`config.mk`:
```
export PLATFORM = sky130hd
export DESIGN_NAME = regfile_write_arbiter
export DESIGN_NICKNAME = d
export VERILOG_FILES = /design/src/rtl/regfile_write_arbiter.sv
export SDC_FILE = /design/constraint.sdc
export NUM_CORES = 1
export LEC_CHECK = 0
export CAP_MARGIN = 5
export CORE_UTILIZATION = 33
export DETAILED_ROUTE_END_ITERATION = 16
export PLACE_DENSITY_LB_ADDON = 0.3
export SLEW_MARGIN = 15
export SYNTH_ARGS = -nofsm -noshare
export SYNTH_HDL_FRONTEND = slang
export SYNTH_SLANG_ARGS = --single-unit
export TNS_END_PERCENT = 50
```
`constraint.sdc`:
```
create_clock -name clk -period 1.2 [get_ports clk]
set_input_delay 0.24 -clock clk [delete_from_list [all_inputs] [get_ports clk]]
set_output_delay 0.24 -clock clk [all_outputs]
set_load 0.01 [all_outputs]
```
`src/rtl/regfile_write_arbiter.sv`:
```
// Single write port of the register file: hardware clear sweep after reset, then round-robin between two writebacks.
// Latency: an accepted request appears on rfWrite/rfAddr/rfData in the cycle after the accepting edge.
// Backpressure: readies stay low while clearing; the losing requester holds its request until granted.
module regfile_write_arbiter #(
    parameter int WordLen   = 32,
    parameter int WordCount = 16,
    localparam int AW = (WordCount > 1) ? $clog2(WordCount) : 1
) (
    input  logic               clk,
    input  logic               rst,
    input  logic               req0Valid,
    input  logic [AW-1:0]      req0Addr,
    input  logic [WordLen-1:0] req0Data,
    output logic               req0Ready,
    input  logic               req1Valid,
    input  logic [AW-1:0]      req1Addr,
    input  logic [WordLen-1:0] req1Data,
    output logic               req1Ready,
    output logic               rfWrite,
    output logic [AW-1:0]      rfAddr,
    output logic [WordLen-1:0] rfData,
    output logic               initDone
);

    typedef enum logic {
        CLEAR = 1'b0,
        RUN   = 1'b1
    } state_t;

    localparam logic [AW-1:0] LAST_IDX = AW'(WordCount - 1);

    state_t               state_q, state_d;
    logic [AW-1:0]        clear_idx_q, clear_idx_d;
    logic                 last_grant_q, last_grant_d;
    logic                 rf_write_q, rf_write_d;
    logic [AW-1:0]        rf_addr_q, rf_addr_d;
    logic [WordLen-1:0]   rf_data_q, rf_data_d;
    logic                 init_done_q, init_done_d;

    logic                 grant_vld;
    logic                 grant_sel;

    // Grant looks only at the valids and the previous winner, never at address/data.
    always_comb begin
        grant_vld = 1'b0;
        grant_sel = 1'b0;
        if (state_q == RUN) begin
            if (req0Valid && req1Valid) begin
                grant_vld = 1'b1;
                grant_sel = ~last_grant_q;
            end else if (req0Valid) begin
                grant_vld = 1'b1;
                grant_sel = 1'b0;
            end else if (req1Valid) begin
                grant_vld = 1'b1;
                grant_sel = 1'b1;
            end
        end
    end

    assign req0Ready = grant_vld && !grant_sel;
    assign req1Ready = grant_vld &&  grant_sel;

    always_comb begin
        state_d      = state_q;
        clear_idx_d  = clear_idx_q;
        last_grant_d = last_grant_q;
        rf_write_d   = 1'b0;
        rf_addr_d    = rf_addr_q;
        rf_data_d    = rf_data_q;
        init_done_d  = init_done_q;

        case (state_q)
            CLEAR: begin
                rf_write_d  = 1'b1;
                rf_addr_d   = clear_idx_q;
                rf_data_d   = '0;
                clear_idx_d = clear_idx_q + AW'(1);
                if (clear_idx_q == LAST_IDX) begin
                    state_d     = RUN;
                    init_done_d = 1'b1;
                end
            end
            RUN: begin
                // Address and data hold their last value on idle cycles.
                if (grant_vld) begin
                    rf_write_d   = 1'b1;
                    rf_addr_d    = grant_sel ? req1Addr : req0Addr;
                    rf_data_d    = grant_sel ? req1Data : req0Data;
                    last_grant_d = grant_sel;
                end
            end
            default: begin
                state_d = CLEAR;
            end
        endcase
    end

    always_ff @(posedge clk) begin
        if (rst) begin
            state_q      <= CLEAR;
            clear_idx_q  <= '0;
            last_grant_q <= 1'b1;
            rf_write_q   <= 1'b0;
            rf_addr_q    <= '0;
            rf_data_q    <= '0;
            init_done_q  <= 1'b0;
        end else begin
            state_q      <= state_d;
            clear_idx_q  <= clear_idx_d;
            last_grant_q <= last_grant_d;
            rf_write_q   <= rf_write_d;
            rf_addr_q    <= rf_addr_d;
            rf_data_q    <= rf_data_d;
            init_done_q  <= init_done_d;
        end
    end

    assign rfWrite  = rf_write_q;
    assign rfAddr   = rf_addr_q;
    assign rfData   = rf_data_q;
    assign initDone = init_done_q;

endmodule
```
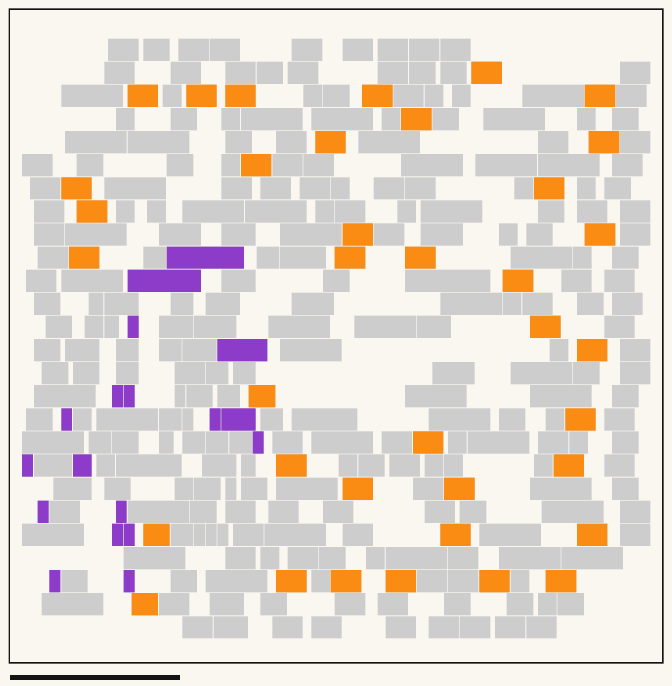
Figure 1: run 1, selected gate families.
Scale bar: 20 um.
[purple] NOR gates | cells: 18
[orange] AND-OR and OR-AND gates | cells: 37 | where: widely spread

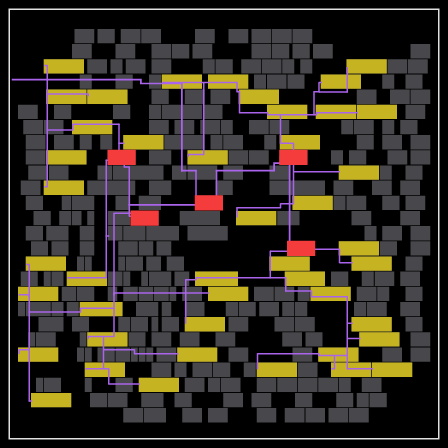
Figure 2: run 1, clock wires, drivers and flops.
[purple] clock wires | length: 558 um
[yellow] flip-flops | count: 44
[red] cells driving clock nets | count: 5
routed clock nets: 6
Clk. pwr: 0.894 mW
final setup skew: 0.01067 ns
Insertion Delay late pin: 0.29 ns
clock network power share: 32.8%

==> results.ini, run 1 <==
[setup_path]
crit_chain = and2_4 > buf_6 > nor4bb_4 > buf_4 > buf_8 > a221o_1
worstSetupEndpoint = rfData[13]$_SDFFE_PP0P_
crit_slowest_cell = dfxtp_2
path_class = reg -> reg
r2r_start = last_grant_q$_SDFFE_PP1P_
slowest_delay_ns = 0.34

[power]
p_int_mw = 2.132
pwr_density_cell_nw_per_um2 = 818.8
leakage_nw = 1.479

[layout]
area_growth_pct = 80.80
drive_above_1_share_pct = 14.43

[timing]
finalSetupViolCount = 36
hold_viol_final = 0
finalWorstSetupSlack_ns = -0.1965

[flow_run]
tool_warnings = 29

[die]
rows = 26
num_io_pins = 116
fp_util_pct = 35.21
dieArea_sq_um = 5891
coreArea_sq_um = 5238

[cts]
cts-root-buf = clkbuf_8
cts_inserted_buffers = 5
cts_tree = yes

[global_routing]
use_met2_pct = 34.29
antenna_found_initial = 0
grt_pass1_vias = 1866

[logic_synthesis]
synthFlopType = dfxtp_1
netlist_area_sq_um = 1844
fp_nets = 246
yosys.area_share.simple_pct = 21.37
ys_cells = 169
top_area_share_pct = 47.76
avgSynthCellArea_sq_um = 10.91
netlist_instances = 169
synthTopCellsByCount = dfxtp_1, a221o_1, and2_1, nor2_1, nand2_1
yosys.area_share.aoi_pct = 22.32

[outcome]
violations = setup timing
outcome = finished, violations left

[hold_path]
whs_path_depth = 4

[placed_design]
placed_cell_area_sq_um = 3186
placed_cells = 362

[drt]
drtAntennaViolNets = 0
routed_via_density = 4.845

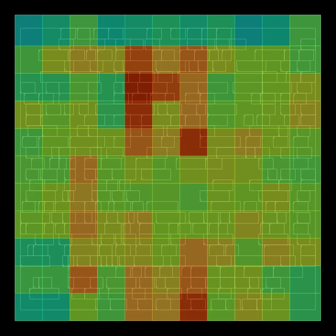
Figure 3: run 1, routing congestion.
GRT Total Usage: 19.05%
GR peak layer: met2

## run 1: per-stage QoR
step	hold WS [ns]	setup TNS (ns)	util, %	total power, mW	worst slack, ns
after global placement	0.4653	-22.68	60.82	1.867	-0.6286
after global routing	0.4558	-9.132	63.66	2.865	-0.2855
after floorplan	0.3778	-0.1481	-	1.572	-0.01422
after CTS	0.4843	-8.207	64.00	2.763	-0.2663
final	0.4464	-6.161	63.66	2.730	-0.1965
after detailed placement	0.4629	-23.75	60.82	1.872	-0.6428
## run 1: worst max-delay path: cells and delay by family, from the launching register on
kind            cells  cell delay, ns
simple gates        2            0.43
buf+inv             3            0.42
flops               1            0.34
compound gates      1            0.15
## run 1: what timing repair did
item / 4_1_cts / 5_1_grt
gates resized: 56 / 11
buffers inserted: 5 / 1
setup endpoints to repair: 76 / 42
pin swaps: 7 / 12
gates cloned: 3 / 0
## run 1: cell type report
type                    instances  area [sq um]  area share (%)
repair buffers                142          1405           42.14
flip-flops and latches         44         883.3           26.49
multi-input cells             112         877.1           26.30
well taps                      70         87.58           2.627
clock buffers                   5         68.82           2.064
clock inverters                 2         12.51          0.3752
## run 1: power by group through the flow
stage               Clock, mW  Sequential, mW  Combinational [mW]
CTS                     0.928            1.49               0.347
detailed placement          0            1.52               0.349
finish                  0.894            1.49               0.347
floorplan                   0            1.52              0.0477
global placement            0            1.52               0.344
global route             1.00            1.49               0.370
## run 1: registers in the layout (all words and copies together) (netlist names)
name          cells
rfWrite           1
clear_idx_q       4
last_grant_q      1
rfAddr            4
rfData           32
initDone          1
state_q           1
## run 1: per-layer routing
layer  part of all wire (%)  vias up
met2                     51       60
met3                    5.0        6
met4                   0.89        0
li1                       -      903
met1                     43      848
met5                      0        -
Figure 4. Local utilization (run 1).
The die is cut into 8 by 8 equal tiles; dark blue is low, red is high, 0 to 100% covered.
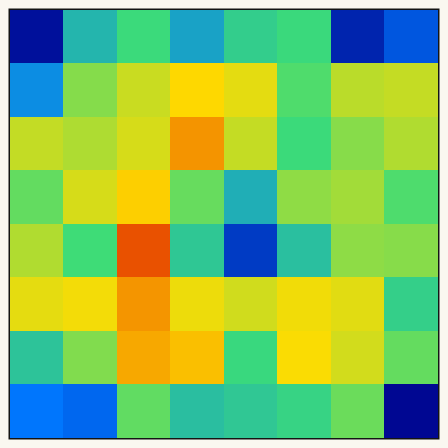

## Run 2: what changed since run 1
--- a/config.mk
+++ b/config.mk
@@ -6,7 +6,9 @@
 export NUM_CORES = 1
 export LEC_CHECK = 0
 export CAP_MARGIN = 5
+export CORE_ASPECT_RATIO = 1.5
 export CORE_UTILIZATION = 33
+export CTS_CLUSTER_SIZE = 8
 export DETAILED_ROUTE_END_ITERATION = 16
 export PLACE_DENSITY_LB_ADDON = 0.3
 export SLEW_MARGIN = 15
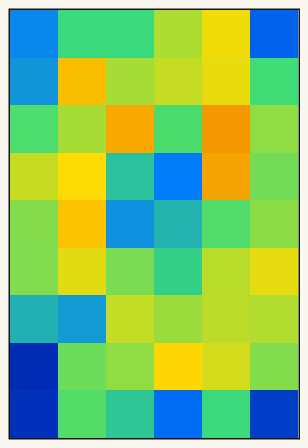
Figure 5: run 2, local utilization.
The die is cut into 6 by 9 equal tiles; dark blue is low, red is high, 0 to 100% covered.
mean over tiles: 55%
emptiest ninth of the die: lower left
fullest tile: 83%
tiles over 75% full: 11%
fp util: 34.10%
fin util: 61.02%

==> run 2 against run 1 <==
Against the previous run:
- the flow still finishes with violations (setup timing)
- critical path depth fell by 1
- global-route usage rose by 0.18 points
- sequential cell count did not move
==> results.ini, run 2 <==
[cts]
clock_insertion_delay_worst_skew_ns = 0.29  ; about the same
cts_resized = 58  ; +3.6%
cts-root-buf = clkbuf_8

[setup_path]
path_delay_family = AND-OR/OR-AND gates
path_class = reg -> reg
slowest_delay_ns = 0.35  ; about the same
crit_slowest_cell = a221o_1

[logic_synthesis]
netlist_instances = 169  ; unchanged
avgSynthCellArea_sq_um = 10.91  ; unchanged

[drt]
drtAntennaViolNets = 0  ; unchanged
routed_via_density = 4.944  ; +2.0%

[timing]
hold_viol_final = 0  ; unchanged
finalWorstSetupSlack_ns = -0.1409  ; +0.05562 ns
finalSetupViolCount = 37  ; +2.8%

[outcome]
outcome = finished, violations left
violations = setup timing

[die]
num_io_pins = 116  ; unchanged

[power]
power_mw = 2.898  ; +6.1%
pwr_density_cell_nw_per_um2 = 877.9  ; +7.2%
p_int_mw = 2.328  ; +9.2%

[placed_design]
placed_cell_area_sq_um = 3186  ; unchanged

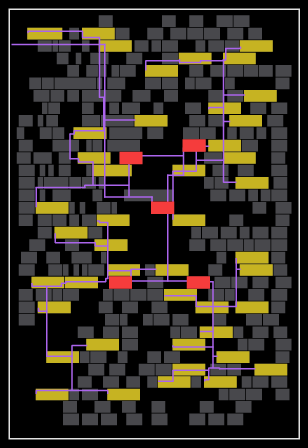
Figure 6: run 2, clock wires, drivers and flops.
Clk. pwr: 1.07 mW
clock network power share: 36.8%
final setup skew: 0.003984 ns

==> run 2: cell counts after synthesis <==
No cell type changed its count.
==> run 2: worst max-delay path by stage <==
| stage | startpoint | end | slack [ns] | cells after the start |
|---|---|---|---|---|
| 2_1_floorplan | state_q$_SDFF_PP0_ | req1Ready | -0.01 | 3 |
| 3_5_place_dp | req1Valid | rfData[17]$_SDFFE_PP0P_ | -0.59 | 6 |
| 4_1_cts | last_grant_q$_SDFFE_PP1P_ | req0Ready | -0.21 | 3 |
| 3_3_place_gp | req1Valid | req0Ready | -0.59 | 4 |
| 6_report | last_grant_q$_SDFFE_PP1P_ | rfData[7]$_SDFFE_PP0P_ | -0.14 | 5 |
| 5_1_grt | state_q$_SDFF_PP0_ | rfData[18]$_SDFFE_PP0P_ | -0.21 | 5 |
==> run 2: routing by layer <==
| layer | part of all wire [%] | GRT usage (%) |
|---|---|---|
| met1 | 42 | 21.53 |
| met4 | 2.0 | 6.783 |
| met5 | 0 | 0 |
| met3 | 5.6 | 4.146 |
| met2 | 51 | 35.13 |
==> run 2: final cells by class <==
| class | count | area (sq um) |
|---|---|---|
| Fill cell | 467 | 2108 |
| Timing Repair Buffer | 140 | 1336 |
| Multi-Input combinational cell | 112 | 892.1 |
| Sequential cell | 44 | 885.9 |
| Tap cell | 70 | 87.58 |
| Clock buffer | 5 | 68.82 |
| Clock inverter | 1 | 30.03 |
==> run 2: cells by family after synthesis <==
| family | Yosys count | share of synthesized area (%) |
|---|---|---|
| simple gates | 63 | 21.37 |
| compound gates | 44 | 22.32 |
| flops | 44 | 47.76 |
| buf+inv | 13 | 5.902 |
| xor+xnor | 3 | 1.425 |
| mux | 1 | 0.5428 |
| fa+ha+maj | 1 | 0.6783 |
Figure 7. Wiring by layer (run 2).
Scale bar: 20 um.
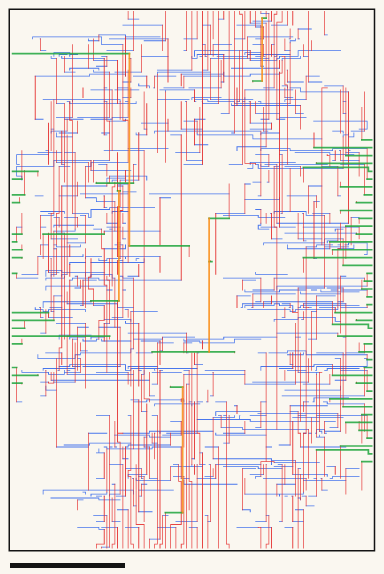

## Run 3: what changed since run 2
--- a/config.mk
+++ b/config.mk
@@ -11,7 +11,7 @@
 export CTS_CLUSTER_SIZE = 8
 export DETAILED_ROUTE_END_ITERATION = 16
 export PLACE_DENSITY_LB_ADDON = 0.3
-export SLEW_MARGIN = 15
+export SLEW_MARGIN = 20
 export SYNTH_ARGS = -nofsm -noshare
 export SYNTH_HDL_FRONTEND = slang
 export SYNTH_SLANG_ARGS = --single-unit
==> constraint.sdc (replaced) <==
create_clock -name clk -period 1.15 [get_ports clk]
set_input_delay 0.23 -clock clk [delete_from_list [all_inputs] [get_ports clk]]
set_output_delay 0.23 -clock clk [all_outputs]
set_load 0.01 [all_outputs]
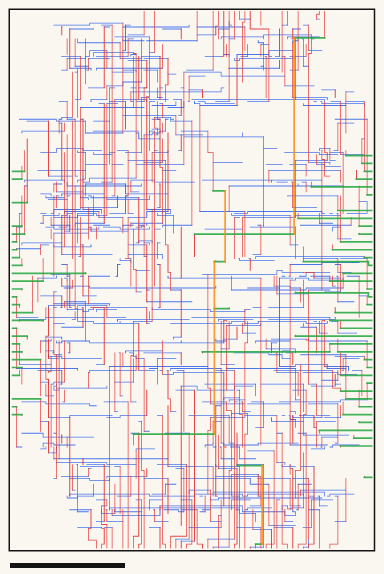
Figure 8: run 3, wiring by layer.
Scale bar: 20 um.
[orange] met4 | wire length: 89.8 um
[green] met3 | wire length: 324 um
[blue] met1 | wire length: 2,540 um
[red] met2 | wire length: 2,890 um
GRT Total Usage: 20.48%
DR WL/cell: 15.29 um
via count: 1,885

==> run 3 against run 2 <==
Against the previous run:
- non-clock buffer count rose by 8
- worst setup slack got worse by 0.092 ns
- synthesized area stayed put
- the flow finishes with violations (DRC, setup timing)
- highest routed layer unchanged
==> results.ini, run 3 <==
[layout]
seq_share_pct = 25.56  ; -1.3 points
regArea_sq_um = 883.3  ; -0.28%
clock_buffers = 6  ; +1
buffer_area_share_pct = 42.76  ; +2.3 points
flops = 44  ; unchanged
combAreaFraction_pct = 25.63  ; -1.4 points
clk_share_pct = 3.512  ; +0.52 points
logic_area_sq_um = 885.9  ; -0.70%
nNonClkInverters = 0  ; unchanged

[timing]
hold_viol_final = 0  ; unchanged
fin_skew_ns = 0.006554  ; +0.002570 ns
finalWorstSetupSlack_ns = -0.2326  ; -0.09169 ns
finalSetupViolCount = 36  ; -2.7%

[outcome]
violations = DRC, setup timing
outcome = finished, violations left

[die]
fp_util_pct = 34.10  ; unchanged
num_io_pins = 116  ; unchanged

[logic_synthesis]
synth-xor-area-share_pct = 1.425  ; unchanged
netlist_instances = 169  ; unchanged
mux_area_share_pct = 0.5427  ; unchanged

[power]
clockPowerShare_pct = 39.8  ; +3.0 points
pwr_density_cell_nw_per_um2 = 924.2  ; +5.3%
power_mw = 3.194  ; +10%

[drt]
wl_met1_mm = 2.536  ; +9.8%
routed_via_density = 4.935  ; -0.18%
drc = 1
drtAntennaViolNets = 0  ; unchanged
wl_met3_um = 323  ; +4.9%

[placed_design]
placed_cell_area_sq_um = 3206  ; +0.63%

[global_routing]
busiest_layer = met2

[cts]
clock_insertion_delay_worst_skew_ns = 0.30  ; about the same

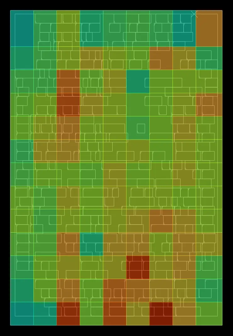
Figure 9: run 3, routing congestion.
grt met1 use: 24.98%
GRT met3 Usage: 3.415%
fin util: 63.89%

==> run 3: cell counts after synthesis <==
No cell type changed its count.
==> run 3: per-stage QoR <==
stage	instances	setup slack [ns]
2_1_floorplan	169	-0.04529
4_1_cts	382	-0.2489
6_report	382	-0.2326
3_3_place_gp	363	-0.6330
5_1_grt	382	-0.2887
3_5_place_dp	363	-0.6244
==> run 3: worst paths after layout <==
path	start	endpoint	slack (ns)	cells after the start
min reg2reg	initDone$_SDFFE_PP0P_	initDone$_SDFFE_PP0P_	0.49	2
max reg2reg	state_q$_SDFF_PP0_	rfData[11]$_SDFFE_PP0P_	-0.23	7
max	state_q$_SDFF_PP0_	rfData[11]$_SDFFE_PP0P_	-0.23	7
min	initDone$_SDFFE_PP0P_	initDone$_SDFFE_PP0P_	0.49	2
==> run 3: power groups by stage <==
stage	Clock, mW	Sequential (mW)	Combinational (mW)
finish	1.27	1.55	0.371
global route	1.37	1.56	0.400
CTS	1.32	1.55	0.371
detailed placement	0	1.59	0.365
global placement	0	1.59	0.360
floorplan	0	1.59	0.0491
==> run 3: worst max-delay path, cell delays in order, from the launching register on <==
cell and delay [ns]:
dfxtp_2 0.34, buf_6 0.12, nand2_2 0.07, buf_6 0.10, nor3_4 0.04, buf_12 0.14
buf_12 0.14, a221o_1 0.33
==> run 3: cells by family (layout without fill, tap and decap cells) <==
kind of cell | after synthesis | in the layout
AND/OR/NAND/NOR | 63 | 63
AND-OR/OR-AND | 44 | 44
flip-flops | 44 | 44
buffers and inverters | 13 | 156
XOR/XNOR | 3 | 3
adder cells (fa/ha/maj) | 1 | 1
multiplexers | 1 | 1
==> run 3: what timing repair did <==
action	4_1_cts	5_1_grt
pin swaps	7	2
endpoints found under the setup margin	79	70
gates cloned	3	1
resized	72	41
hold buffers	0	0
buffers inserted	9	0
Power figures rest on the tool's default switching activity, not on a simulated workload.
